`src/rtl/bp_iter_ctrl_if.sv`:
```
// bp_iter_ctrl_if: host/datapath handshake bundle for the iteration sequencer.
// master = sequencer side, slave = host/datapath side.
// Signals: start/abort (host), h_rd_en/h_rd_addr (H load), col_* (alpha
// AXI-S beats), res_tvalid (result strobes), core_clr, iter_cnt, busy, done,
// timeout_err.
interface bp_iter_ctrl_if #(
    parameter int I        = 7,
    parameter int A        = 2,
    parameter int MAX_ITER = 8
);
    logic                          start;
    logic                          abort;
    logic                          h_rd_en;
    logic [$clog2(I):0]            h_rd_addr;
    logic                          col_tvalid;
    logic                          col_tready;
    logic                          col_tlast;
    logic [$clog2(A):0]            col_idx;
    logic                          col_src_sel;
    logic                          res_tvalid;
    logic                          core_clr;
    logic [$clog2(MAX_ITER+1)-1:0] iter_cnt;
    logic                          busy;
    logic                          done;
    logic                          timeout_err;

    modport master (
        input  start, abort, col_tready, res_tvalid,
        output h_rd_en, h_rd_addr, col_tvalid, col_tlast, col_idx,
        output col_src_sel, core_clr, iter_cnt, busy, done, timeout_err
    );

    modport slave (
        output start, abort, col_tready, res_tvalid,
        input  h_rd_en, h_rd_addr, col_tvalid, col_tlast, col_idx,
        input  col_src_sel, core_clr, iter_cnt, busy, done, timeout_err
    );
endinterface

```
`src/rtl/bp_iter_ctrl.sv`:
```
// bp_iter_ctrl: iteration sequencer for the message-passing core array.
// Loads I H rows, streams A alpha beats per iteration, collects J result
// strobes, clears the cores between iterations, stops after MAX_ITER.
// Ports: clk, rst_n (async, active-low), bus (bp_iter_ctrl_if.master).
// Optional macro BP_ITER_CTRL_TIMEOUT_EN adds a WAIT_RES watchdog (TIMEOUT).
module bp_iter_ctrl #(
    parameter int J        = 14,
    parameter int I        = 7,
    parameter int A        = 2,
    parameter int MAX_ITER = 8,
    parameter int TIMEOUT  = 1023
) (
    input  logic           clk,
    input  logic           rst_n,
    bp_iter_ctrl_if.master bus
);
    localparam int AW = $clog2(I) + 1;
    localparam int CW = $clog2(A) + 1;
    localparam int IW = $clog2(MAX_ITER + 1);
    localparam int RW = $clog2(J + 1);

    typedef enum logic [2:0] {
        S_IDLE, S_LOAD_H, S_SEND_COL, S_WAIT_RES, S_CLEAR, S_DONE
    } state_t;

    state_t          r_state;
    logic            r_h_rd_en;
    logic [AW-1:0]   r_h_rd_addr;
    logic            r_col_tvalid;
    logic            r_col_tlast;
    logic [CW-1:0]   r_col_idx;
    logic            r_col_src_sel;
    logic            r_core_clr;
    logic [IW-1:0]   r_iter_cnt;
    logic            r_busy;
    logic            r_done;
    logic            r_timeout_err;
    logic [RW-1:0]   r_res_cnt;

    logic            w_hs;
    logic            w_last_res;
    logic [IW-1:0]   w_iter_nxt;
    logic            w_wd_hit;

    assign w_hs       = r_col_tvalid && bus.col_tready;
    assign w_last_res = bus.res_tvalid && (r_res_cnt == RW'(J - 1));
    assign w_iter_nxt = r_iter_cnt + IW'(1);

`ifdef BP_ITER_CTRL_TIMEOUT_EN
    localparam int WW = $clog2(TIMEOUT + 1);
    logic [WW-1:0] r_wd_cnt;

    // Fires on the TIMEOUT-th silent cycle since the last strobe or entry.
    assign w_wd_hit = (r_state == S_WAIT_RES) && !bus.res_tvalid &&
                      (r_wd_cnt == WW'(TIMEOUT - 1));

    always_ff @(posedge clk or negedge rst_n) begin
        if (!rst_n)
            r_wd_cnt <= '0;
        else if (r_state != S_WAIT_RES || bus.res_tvalid)
            r_wd_cnt <= '0;
        else if (r_wd_cnt != WW'(TIMEOUT - 1))
            r_wd_cnt <= r_wd_cnt + WW'(1);
    end
`else
    logic w_unused_timeout;
    assign w_unused_timeout = (TIMEOUT == 0);
    assign w_wd_hit         = 1'b0;
`endif

    always_ff @(posedge clk or negedge rst_n) begin
        if (!rst_n) begin
            r_state       <= S_IDLE;
            r_h_rd_en     <= 1'b0;
            r_h_rd_addr   <= '0;
            r_col_tvalid  <= 1'b0;
            r_col_tlast   <= 1'b0;
            r_col_idx     <= '0;
            r_col_src_sel <= 1'b0;
            r_core_clr    <= 1'b0;
            r_iter_cnt    <= '0;
            r_busy        <= 1'b0;
            r_done        <= 1'b0;
            r_timeout_err <= 1'b0;
            r_res_cnt     <= '0;
        end else begin
            r_core_clr <= 1'b0;
            r_done     <= 1'b0;
            if (r_state != S_IDLE && (bus.abort || w_wd_hit)) begin
                // Abort and watchdog both drop the run and clear the cores.
                r_state      <= S_IDLE;
                r_core_clr   <= 1'b1;
                r_h_rd_en    <= 1'b0;
                r_col_tvalid <= 1'b0;
                r_col_tlast  <= 1'b0;
                r_busy       <= 1'b0;
                if (!bus.abort)
                    r_timeout_err <= 1'b1;
            end else begin
                unique case (r_state)
                    S_IDLE: begin
                        if (bus.start && !bus.abort) begin
                            r_state       <= S_LOAD_H;
                            r_busy        <= 1'b1;
                            r_h_rd_en     <= 1'b1;
                            r_h_rd_addr   <= '0;
                            r_iter_cnt    <= '0;
                            r_timeout_err <= 1'b0;
                        end
                    end
                    S_LOAD_H: begin
                        if (r_h_rd_addr == AW'(I - 1)) begin
                            r_h_rd_en     <= 1'b0;
                            r_state       <= S_SEND_COL;
                            r_col_tvalid  <= 1'b1;
                            r_col_idx     <= '0;
                            r_col_tlast   <= (A == 1);
                            r_col_src_sel <= (r_iter_cnt != '0);
                        end else begin
                            r_h_rd_addr <= r_h_rd_addr + AW'(1);
                        end
                    end
                    S_SEND_COL: begin
                        if (w_hs) begin
                            if (r_col_tlast) begin
                                r_col_tvalid <= 1'b0;
                                r_col_tlast  <= 1'b0;
                                r_res_cnt    <= '0;
                                r_state      <= S_WAIT_RES;
                            end else begin
                                r_col_idx   <= r_col_idx + CW'(1);
                                r_col_tlast <= (r_col_idx + CW'(1) == CW'(A - 1));
                            end
                        end
                    end
                    S_WAIT_RES: begin
                        if (w_last_res) begin
                            r_res_cnt  <= RW'(J);
                            r_iter_cnt <= w_iter_nxt;
                            if (w_iter_nxt == IW'(MAX_ITER)) begin
                                r_state <= S_DONE;
                                r_done  <= 1'b1;
                            end else begin
                                r_state    <= S_CLEAR;
                                r_core_clr <= 1'b1;
                            end
                        end else if (bus.res_tvalid) begin
                            r_res_cnt <= r_res_cnt + RW'(1);
                        end
                    end
                    S_CLEAR: begin
                        r_state       <= S_SEND_COL;
                        r_col_tvalid  <= 1'b1;
                        r_col_idx     <= '0;
                        r_col_tlast   <= (A == 1);
                        r_col_src_sel <= (r_iter_cnt != '0);
                    end
                    S_DONE: begin
                        r_state <= S_IDLE;
                        r_busy  <= 1'b0;
                    end
                    default: r_state <= S_IDLE;
                endcase
            end
        end
    end

    assign bus.h_rd_en     = r_h_rd_en;
    assign bus.h_rd_addr   = r_h_rd_addr;
    assign bus.col_tvalid  = r_col_tvalid;
    assign bus.col_tlast   = r_col_tlast;
    assign bus.col_idx     = r_col_idx;
    assign bus.col_src_sel = r_col_src_sel;
    assign bus.core_clr    = r_core_clr;
    assign bus.iter_cnt    = r_iter_cnt;
    assign bus.busy        = r_busy;
    assign bus.done        = r_done;
    assign bus.timeout_err = r_timeout_err;
endmodule

```
`src/flat_wrapper.sv`:
```
// flat-port wrapper written by rule: the top's interface ports become plain ports
module bp_iter_ctrl_flat 
#(
    parameter int J        = 14,
    parameter int I        = 7,
    parameter int A        = 2,
    parameter int MAX_ITER = 8,
    parameter int TIMEOUT  = 1023
)
  (clk, rst_n, bus_start, bus_abort, bus_col_tready, bus_res_tvalid, bus_h_rd_en, bus_h_rd_addr, bus_col_tvalid, bus_col_tlast, bus_col_idx, bus_col_src_sel, bus_core_clr, bus_iter_cnt, bus_busy, bus_done, bus_timeout_err);
  bp_iter_ctrl_if #(.I(I), .A(A), .MAX_ITER(MAX_ITER)) bus_i ();
  input  logic clk;
  input  logic rst_n;
  input wire logic [$bits(bus_i.start)-1:0] bus_start;
  input wire logic [$bits(bus_i.abort)-1:0] bus_abort;
  input wire logic [$bits(bus_i.col_tready)-1:0] bus_col_tready;
  input wire logic [$bits(bus_i.res_tvalid)-1:0] bus_res_tvalid;
  output wire logic [$bits(bus_i.h_rd_en)-1:0] bus_h_rd_en;
  output wire logic [$bits(bus_i.h_rd_addr)-1:0] bus_h_rd_addr;
  output wire logic [$bits(bus_i.col_tvalid)-1:0] bus_col_tvalid;
  output wire logic [$bits(bus_i.col_tlast)-1:0] bus_col_tlast;
  output wire logic [$bits(bus_i.col_idx)-1:0] bus_col_idx;
  output wire logic [$bits(bus_i.col_src_sel)-1:0] bus_col_src_sel;
  output wire logic [$bits(bus_i.core_clr)-1:0] bus_core_clr;
  output wire logic [$bits(bus_i.iter_cnt)-1:0] bus_iter_cnt;
  output wire logic [$bits(bus_i.busy)-1:0] bus_busy;
  output wire logic [$bits(bus_i.done)-1:0] bus_done;
  output wire logic [$bits(bus_i.timeout_err)-1:0] bus_timeout_err;
  assign bus_i.start = bus_start;
  assign bus_i.abort = bus_abort;
  assign bus_i.col_tready = bus_col_tready;
  assign bus_i.res_tvalid = bus_res_tvalid;
  assign bus_h_rd_en = bus_i.h_rd_en;
  assign bus_h_rd_addr = bus_i.h_rd_addr;
  assign bus_col_tvalid = bus_i.col_tvalid;
  assign bus_col_tlast = bus_i.col_tlast;
  assign bus_col_idx = bus_i.col_idx;
  assign bus_col_src_sel = bus_i.col_src_sel;
  assign bus_core_clr = bus_i.core_clr;
  assign bus_iter_cnt = bus_i.iter_cnt;
  assign bus_busy = bus_i.busy;
  assign bus_done = bus_i.done;
  assign bus_timeout_err = bus_i.timeout_err;
  bp_iter_ctrl #(.J(J), .I(I), .A(A), .MAX_ITER(MAX_ITER), .TIMEOUT(TIMEOUT)) u_core (.clk(clk), .rst_n(rst_n), .bus(bus_i));
endmodule
```
`config.mk`:
```
export PLATFORM = sky130hd
export DESIGN_NAME = bp_iter_ctrl_flat
export DESIGN_NICKNAME = d
export VERILOG_FILES = /design/src/rtl/bp_iter_ctrl_if.sv /design/src/rtl/bp_iter_ctrl.sv /design/src/flat_wrapper.sv
export SDC_FILE = /design/constraint.sdc
export NUM_CORES = 1
export LEC_CHECK = 0
export CAP_MARGIN = 20
export CORE_UTILIZATION = 35
export DETAILED_ROUTE_END_ITERATION = 8
export GPL_TIMING_DRIVEN = 1
export SLEW_MARGIN = 15
export SYNTH_ARGS = -nofsm -noshare
export SYNTH_HDL_FRONTEND = slang
export SYNTH_SLANG_ARGS = --single-unit
export TNS_END_PERCENT = 5
```
`constraint.sdc`:
```
create_clock -name clk -period 4.6 [get_ports clk]
set_input_delay 0.69 -clock clk [delete_from_list [all_inputs] [get_ports clk]]
set_output_delay 0.69 -clock clk [all_outputs]
set_load 0.01 [all_outputs]
```
==> images/final_placement.png <==
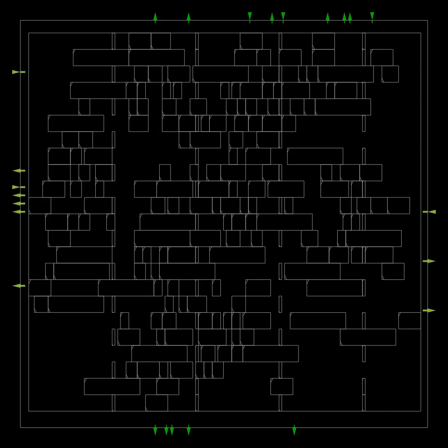
core area: 0.00406 mm^2
tally of non-filler cells in the final layout: 235

==> images/pdn.png <==
Scale bar: 20 um. Pins as bars on the die edge. Tap cells in grey.
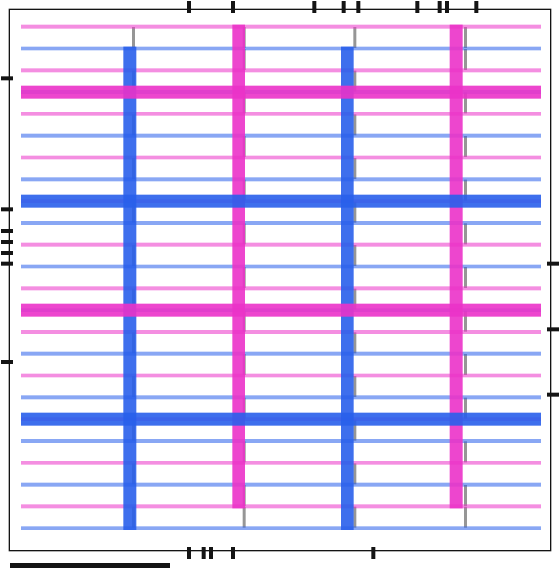
[magenta] VDD
[blue] VSS
signal pins: 24
met1 rails: 24
tap cells: 50
worst vdd ir: 0.151 mV
DIE WIDTH: 67.4 um
chip height: 67.4 um

==> images/wire_density.png <==
The die is cut into 13 by 13 equal tiles; dark blue is low, red is high, scaled to the fullest tile. Values are wire area over tile area, all layers added.
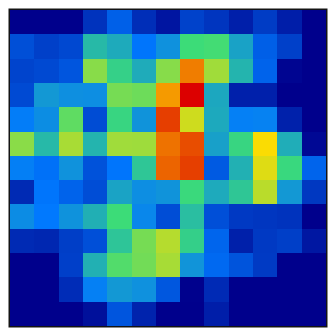
fullest tile: 0.41
mean over tiles: 0.11
tiles over half the peak: 18%
nearly empty tiles: 19%
emptiest ninth of the die: south-east
gr usage total: 16.4%
final wirelength: 3.26 mm

==> images/port_nets.png <==
Scale bar: 20 um.
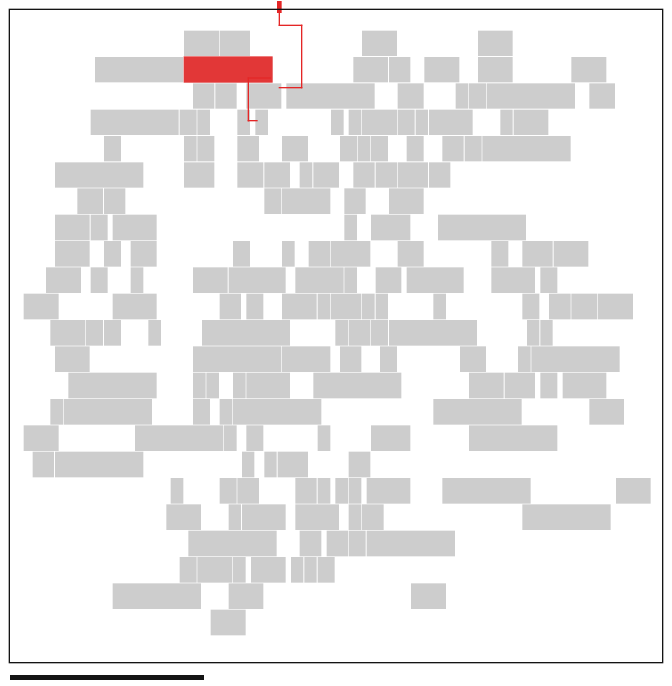
[red] `bus_busy` | bits: 1 | direction: output | end cells: 1 | wire: 19.9 um
IO Port Bufs: 23
Ports: 24

==> results_dict.tcl <==
# collected from the flow reports
set metrics [dict create \
    postCtsSetupBuffers 0 \
    grt_max_degree 26 \
    placed_cells 231 \
    setup_viol 0 \
    yosys_cells 162 \
    synth-edff-count 0 \
    rsz0062_at_grt "no" \
    insertedDiodeCount 0 \
    synth.avg_cell_area_um2 9.23 \
    drt_first_pass_iters 4 \
    finalClockSkew_ns 0.00542 \
    top_cells_by_count "25 x dfrtp_1, 18 x nand2_1, 12 x inv_1" \
    fp-utilization_pct 36.8 \
    ys_ff 25 \
    dp_hpwl_mm 2.32 \
    top_cells_by_area "dfrtp_1 42%, ha_1 6.7%, nand2_1 4.5%" \
    report.final.hold_viol_count 0 \
    synth_cells 162 \
    period_needed_ns 2.18 \
    clk_pin_slew_ns 0.09 \
    cp_max_fo 13 \
    cts_resized 0 \
    antenna_found_initial 0 \
    cp_slowest_stage_delay_ns 0.66 \
    ff_type "dfrtp_1" \
    synth-warning-count 0 \
    topCombFamilyByArea "simple AND/OR/NAND/NOR gates" \
    cts_tree "yes" \
    endpoint_kind "register" \
    leakage_nw 0.787 \
    compound_area_share_pct 18.2 \
    wl_per_cell_um 13.9 \
    yosys.area_share.xor_xnor_pct 0.586 \
    syn_to_final_growth_pct 21.1 \
    max-cap-violations 0 \
    synth_top_cell_by_area "dfrtp_1" \
    p_per_area_mw_per_mm2 312 \
    dieArea_mm2 0.00454 \
    crit_slowest_cell "clkdlybuf4s50_1" \
    drt-initial-drc-count 54 \
    synth_cell_types 50 \
    tightest_slew_ns 0.681 \
    drive_gt1_share_pct 8.11 \
    tns_ns 0 \
    ys_chip_area_mm2 0.00150 \
    worst_slew_margin_rel_pct 54.6 \
    rows 23 \
    max_freq_ghz 0.460 \
    cp_cell_sequence "clkdlybuf4s50_1 > or3b_4 > a21oi_4 > a41oi_1 > a21oi_1" \
    critical_path.top_delay_family "buffers and inverters" \
    postCtsHoldBufs 0 \
    async_flop_share_pct 100 \
    ys_sh_adder_pct 6.69 \
    gp_congestion 0.793 \
    worst-path-buf-inv 1 \
    final_nets 200 \
    grt_pass1_vias 1217 \
    crit_required_ns 4.80 \
    cts_buffers 3 \
    busiest_layer "met2" \
    ys_sh_simple_pct 23.8 \
    grt_pass1_wl_mm 5.68 \
    vias_per_cell 5.28 \
    clock_sinks 25 \
    root_buffer "clkbuf_8" \
    top_cell_area_share_pct 41.8 \
    status "finished, final reports clean" \
    path_class "in2reg" \
    overflow 0 \
    post-route-period-util_pct 47.3 \
    antenna_left 0 \
    grt_util_met3_pct 2.20 \
    clock_path_buffers 2 \
    met2_usage_pct 26.9 \
]
[layout by cell type, fill, tap and decap left out, types with 5 or more instances in the layout]
master           count
dfrtp_1             25
clkdlybuf4s50_1     23
nand2_1             18
inv_1               12
nor2_1              11
o21ai_0             10
ha_1                 8
o21ai_1              7
a21oi_1              5
nand3_1              5
[layout make-up]
type,count,area [um^2]
Fill cell,420,2250
Clock inverter,1,7.51
Sequential cell,25,626
Timing Repair Buffer,24,238
Clock buffer,3,41.3
Inverter,13,48.8
Tap cell,50,62.6
Multi-Input combinational cell,119,787
[registers in the layout, indices dropped and copies added, names as in the netlist]
name and cells:
u_core.bus.busy 1, u_core.bus.col_idx 2, u_core.bus.col_src_sel 1, u_core.bus.col_tlast 1
u_core.bus.col_tvalid 1, u_core.bus.core_clr 1, u_core.bus.done 1, u_core.bus.h_rd_addr 4
u_core.bus.h_rd_en 1, u_core.bus.iter_cnt 4, u_core.bus.timeout_err 1, u_core.r_res_cnt 4
u_core.r_state 3
[metal layers]
metal,wire length [um],part of all wire [%]
met1,1600,49
met3,87,2.7
met2,1530,47
met5,0,0
met4,39,1.2
[cells by family (layout without fill, tap and decap cells)]
logic type,count (synthesis),in the layout
buf+inv,18,41
mux,5,5
compound gates,41,41
xor+xnor,1,1
fa+ha+maj,8,8
simple gates,64,64
flops,25,25
[stage by stage]
step / utilization, % / hold slack, ns / power (mW) / cell area, um^2 / setup WS (ns)
after CTS: 44.6 / 0.503 / 0.575 / 1810 / 2.46
after detailed placement: 43.4 / 0.478 / 0.437 / 1760 / 2.16
final: 44.6 / 0.500 / 0.566 / 1810 / 2.42
after global routing: 44.6 / 0.532 / 0.610 / 1810 / 2.28
after floorplan: - / 0.394 / 0.359 / 1500 / 3.01
after global placement: 43.4 / 0.469 / 0.430 / 1760 / 2.21
[where the power goes]
group / leakage (nW) / internal, mW / total [mW] / switching (mW)
clock network: 0.0217 / 0.0614 / 0.135 / 0.0738
registers: 0.325 / 0.248 / 0.286 / 0.0379
logic: 0.440 / 0.0752 / 0.145 / 0.0696
total: 0.787 / 0.384 / 0.566 / 0.181
[final timing paths]
check	from	to	slack, ns	cells after the start
max in group asynchronous	rst_n	u_core.r_state[1]$_DFFE_PN0P_	3.57	2
min in group asynchronous	rst_n	u_core.bus.col_src_sel$_DFFE_PN0P_	0.78	2
hold / removal	u_core.bus.timeout_err$_DFFE_PN0P_	u_core.bus.timeout_err$_DFFE_PN0P_	0.50	1
hold reg to reg	u_core.bus.timeout_err$_DFFE_PN0P_	u_core.bus.timeout_err$_DFFE_PN0P_	0.50	1
setup / recovery	bus_abort	u_core.r_res_cnt[3]$_DFFE_PN0P_	2.42	5
setup reg to reg	u_core.r_state[1]$_DFFE_PN0P_	u_core.bus.iter_cnt[2]$_DFFE_PN0P_	2.67	5
Power and IR drop assume default switching activity.
